## src/rtl/clk_div_monitor.sv

```systemverilog
// Purpose : measures high/low/period of a divided clock sampled on i_clk_ref and checks it against i_exp_ratio.
// Latency : a div-clock edge is acted upon 3 i_clk_ref cycles after it changes; o_valid pulses on the closing rise.
// Backpr. : none; results are single-cycle o_valid pulses and status levels, and the consumer samples them as they come.
//
// Ports:
//   i_clk_ref    reference clock, all logic on posedge
//   i_rst_n      asynchronous active-low reset
//   i_mon_en     monitor enable; low forces IDLE
//   i_div_clk    divided clock under test, sampled as data
//   i_exp_ratio  expected divide ratio; 0/1 = bypass (stays IDLE)
//   i_clr        synchronous clear of sticky o_err
//   o_period     last measured period, saturating at 255
//   o_high       last measured high-phase length
//   o_valid      one-cycle pulse when o_period/o_high update
//   o_locked     LOCK_CNT consecutive matching periods seen
//   o_err        sticky: a completed period mismatched
//   o_stuck      no edge for TIMEOUT cycles while measuring
module clk_div_monitor #(
  parameter int unsigned LOCK_CNT = 4,
  parameter logic [8:0]  TIMEOUT  = 9'd511
) (
  input  logic       i_clk_ref,
  input  logic       i_rst_n,
  input  logic       i_mon_en,
  input  logic       i_div_clk,
  input  logic [7:0] i_exp_ratio,
  input  logic       i_clr,
  output logic [7:0] o_period,
  output logic [7:0] o_high,
  output logic       o_valid,
  output logic       o_locked,
  output logic       o_err,
  output logic       o_stuck
);

  localparam logic [1:0] S_IDLE      = 2'd0;
  localparam logic [1:0] S_WAIT_RISE = 2'd1;
  localparam logic [1:0] S_MEAS_HIGH = 2'd2;
  localparam logic [1:0] S_MEAS_LOW  = 2'd3;

  localparam logic [3:0] LOCK_MAX = 4'(LOCK_CNT);

  logic       s1_q, s2_q, s3_q;
  logic [7:0] ratio_q;
  logic [1:0] state_q, state_d;
  logic [8:0] cnt_q, cnt_d;
  logic [7:0] high_q, high_d;
  logic [3:0] mcnt_q, mcnt_d;
  logic [7:0] period_q, period_d;
  logic [7:0] ohigh_q, ohigh_d;
  logic       valid_q, valid_d;
  logic       locked_q, locked_d;
  logic       err_q, err_d;
  logic       stuck_q, stuck_d;

  logic       rise, fall, bypass, timeout_hit, phase_ok, is_match, ratio_chg;
  logic [8:0] cnt_inc;
  logic [9:0] sum;
  logic [7:0] period_sat;
  logic [3:0] mcnt_inc;

  // s1/s2 resynchronise the foreign clock; s3 is history for edge detection.
  assign rise = s2_q & ~s3_q;
  assign fall = ~s2_q & s3_q;

  assign bypass      = ~i_mon_en | (ratio_q < 8'd2);
  assign timeout_hit = (cnt_q == TIMEOUT);
  assign cnt_inc     = (cnt_q == 9'h1FF) ? cnt_q : cnt_q + 9'd1;

  // cnt_q holds the low-phase length on the closing rise.
  assign sum        = {2'b00, high_q} + {1'b0, cnt_q};
  assign period_sat = (sum > 10'd255) ? 8'hFF : sum[7:0];
  // High may exceed low by one so odd ratios still match.
  assign phase_ok   = (cnt_q == {1'b0, high_q}) || ((cnt_q + 9'd1) == {1'b0, high_q});
  assign is_match   = (period_sat == ratio_q) && phase_ok;
  assign ratio_chg  = (i_exp_ratio != ratio_q);
  assign mcnt_inc   = (mcnt_q >= LOCK_MAX) ? LOCK_MAX : mcnt_q + 4'd1;

  always_comb begin
    state_d  = state_q;
    cnt_d    = cnt_q;
    high_d   = high_q;
    mcnt_d   = mcnt_q;
    period_d = period_q;
    ohigh_d  = ohigh_q;
    valid_d  = 1'b0;
    locked_d = locked_q;
    err_d    = err_q & ~i_clr;
    stuck_d  = stuck_q;

    if (bypass) begin
      state_d  = S_IDLE;
      cnt_d    = 9'd0;
      mcnt_d   = 4'd0;
      locked_d = 1'b0;
      stuck_d  = 1'b0;
      err_d    = 1'b0;
    end else begin
      case (state_q)
        S_IDLE: begin
          state_d = S_WAIT_RISE;
          cnt_d   = 9'd0;
        end
        S_WAIT_RISE: begin
          if (rise) begin
            cnt_d   = 9'd1;
            state_d = S_MEAS_HIGH;
          end else begin
            cnt_d = 9'd0;
          end
        end
        S_MEAS_HIGH: begin
          // An edge arriving together with the timeout wins.
          if (fall) begin
            high_d  = cnt_q[7:0];
            cnt_d   = 9'd1;
            state_d = S_MEAS_LOW;
          end else if (timeout_hit) begin
            stuck_d  = 1'b1;
            locked_d = 1'b0;
            mcnt_d   = 4'd0;
            cnt_d    = 9'd0;
            state_d  = S_WAIT_RISE;
          end else begin
            cnt_d = cnt_inc;
          end
        end
        default: begin // S_MEAS_LOW
          if (rise) begin
            period_d = period_sat;
            ohigh_d  = high_q;
            valid_d  = 1'b1;
            stuck_d  = 1'b0;
            if (is_match) begin
              mcnt_d   = mcnt_inc;
              locked_d = (mcnt_inc == LOCK_MAX);
            end else begin
              mcnt_d   = 4'd0;
              locked_d = 1'b0;
              err_d    = 1'b1;
            end
            cnt_d   = 9'd1;
            state_d = S_MEAS_HIGH;
          end else if (timeout_hit) begin
            stuck_d  = 1'b1;
            locked_d = 1'b0;
            mcnt_d   = 4'd0;
            cnt_d    = 9'd0;
            state_d  = S_WAIT_RISE;
          end else begin
            cnt_d = cnt_inc;
          end
        end
      endcase
      // A new expected ratio invalidates lock history but not the sticky error.
      if (ratio_chg && (state_q != S_IDLE)) begin
        mcnt_d   = 4'd0;
        locked_d = 1'b0;
      end
    end
  end

  always_ff @(posedge i_clk_ref or negedge i_rst_n) begin
    if (!i_rst_n) begin
      s1_q     <= 1'b0;
      s2_q     <= 1'b0;
      s3_q     <= 1'b0;
      ratio_q  <= 8'd0;
      state_q  <= S_IDLE;
      cnt_q    <= 9'd0;
      high_q   <= 8'd0;
      mcnt_q   <= 4'd0;
      period_q <= 8'd0;
      ohigh_q  <= 8'd0;
      valid_q  <= 1'b0;
      locked_q <= 1'b0;
      err_q    <= 1'b0;
      stuck_q  <= 1'b0;
    end else begin
      s1_q     <= i_div_clk;
      s2_q     <= s1_q;
      s3_q     <= s2_q;
      ratio_q  <= i_exp_ratio;
      state_q  <= state_d;
      cnt_q    <= cnt_d;
      high_q   <= high_d;
      mcnt_q   <= mcnt_d;
      period_q <= period_d;
      ohigh_q  <= ohigh_d;
      valid_q  <= valid_d;
      locked_q <= locked_d;
      err_q    <= err_d;
      stuck_q  <= stuck_d;
    end
  end

  assign o_period = period_q;
  assign o_high   = ohigh_q;
  assign o_valid  = valid_q;
  assign o_locked = locked_q;
  assign o_err    = err_q;
  assign o_stuck  = stuck_q;

endmodule

```

## config.mk

```make
export PLATFORM = sky130hd
export DESIGN_NAME = clk_div_monitor
export DESIGN_NICKNAME = d
export VERILOG_FILES = /design/src/rtl/clk_div_monitor.sv
export SDC_FILE = /design/constraint.sdc
export NUM_CORES = 1
export LEC_CHECK = 0
export ABC_CLOCK_PERIOD_IN_PS = 3370
export CORE_ASPECT_RATIO = 0.7
export CORE_UTILIZATION = 45
export DETAILED_ROUTE_END_ITERATION = 8
export PLACE_DENSITY = 0.7
export SKIP_LAST_GASP = 1
export SLEW_MARGIN = 20
export SYNTH_ARGS = -nofsm -noshare
export SYNTH_HDL_FRONTEND = slang
export SYNTH_SLANG_ARGS = --single-unit
```

## constraint.sdc

```tcl
create_clock -name i_clk_ref -period 3.37 [get_ports i_clk_ref]
set_input_delay 0.674 -clock i_clk_ref [delete_from_list [all_inputs] [get_ports i_clk_ref]]
set_output_delay 0.674 -clock i_clk_ref [all_outputs]
set_load 0.02 [all_outputs]
```

==> CHANGELOG.md <==
## Implementation

- Synth mux share: 0.0589
- GP Congestion: ~0.94
- Commonest flop: dfrtp_1
- Hold Vio Cnt, Final: 0
- Cell Int Power: roughly 0.91 mW
- Synth warn: 0
- N_taps: ~91
- Final Net Count: 354
- CTS tree: done
- Setup violations, final: 0
- Cell type with the largest total area: dfrtp_1
- Max-slew headroom: 0.603
- Outcome: completed
- Clk_buf instances: 7
- Clock group share of total power: 0.307
- Largest net degree at the start of global routing: 29
- DR vias: about 2300
- Post-Syn Instances: slightly below 300
- Yosys xor share: 0.0814
- Yosys chip area: 3060 um^2
- CTS resizes: 0
- Worst path cell trace: ha_1 -> inv_1 -> fa_1 -> nand2b_1 -> a21oi_1 -> xor2_1 -> a2111o_1 -> a31oi_2 -> a2bb2oi_2 -> nand3_1 -> a32o_1
- Die height: 71.0 um
- Peak supply drop: 233 uV
- Comb power: around 0.15 mW
- Die Wd: 101 um
through the flow:
stage,utilization,hold WS [ns],power [mW],setup slack [ns],TNS [ns]
6_report,0.558,0.358,1.22,0.251,0
3_5_place_dp,0.543,0.340,0.861,0.221,0
4_1_cts,0.557,0.362,1.23,0.207,0
2_1_floorplan,-,0.331,0.783,0.566,0
3_3_place_gp,0.543,0.338,0.858,0.360,0
5_1_grt,0.558,0.366,1.28,-0.00266,-0.00266
routing by layer:
metal | part of all wire | routed length (um) | track usage | up-vias
li1 | - | - | - | 1155
met2 | 0.40 | 2700 | 0.281 | 69
met4 | 0.0043 | 29 | 0.0290 | 0
met3 | 0.061 | 407 | 0.0395 | 5
met1 | 0.53 | 3550 | 0.336 | 1101
met5 | 0 | 0 | 0 | -
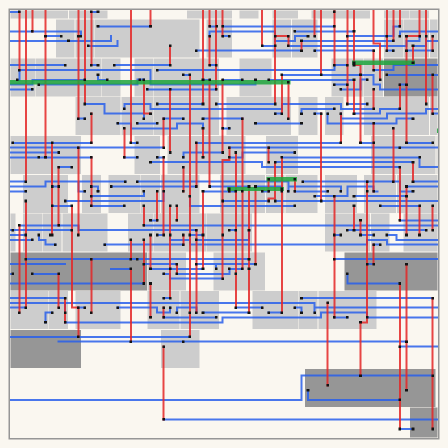
(close-up of the layout)
Region (35, 6) to (65, 36) um. Cells in grey, sequential cells in the stronger grey; small squares are vias.
Key: M3 = green; M1 = blue; M2 = red
Netlist names of flops here include cnt_q (2), high_q (2). 63 logic cells have their middle in the window. Most frequent: nor2_1 (7), ha_1 (6). Sequential cells in the window: 4.

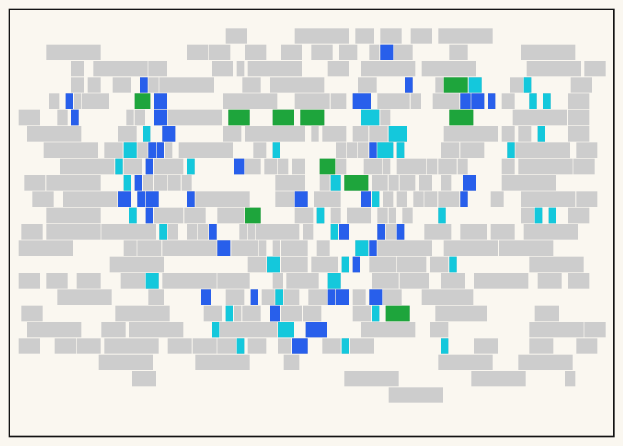
(gate families picked out)
(6 px per um)
Key: non-inverting ao/oa cells = green [cells 10, where top centre]; nor cells = cyan [cells 39]; nand cells = blue [cells 42]
Final Non-Filler Cells: 421
logic share of the area: 0.457
most numerous logic cell after layout: dfrtp_1

Power is estimated from default activity; no workload was simulated.
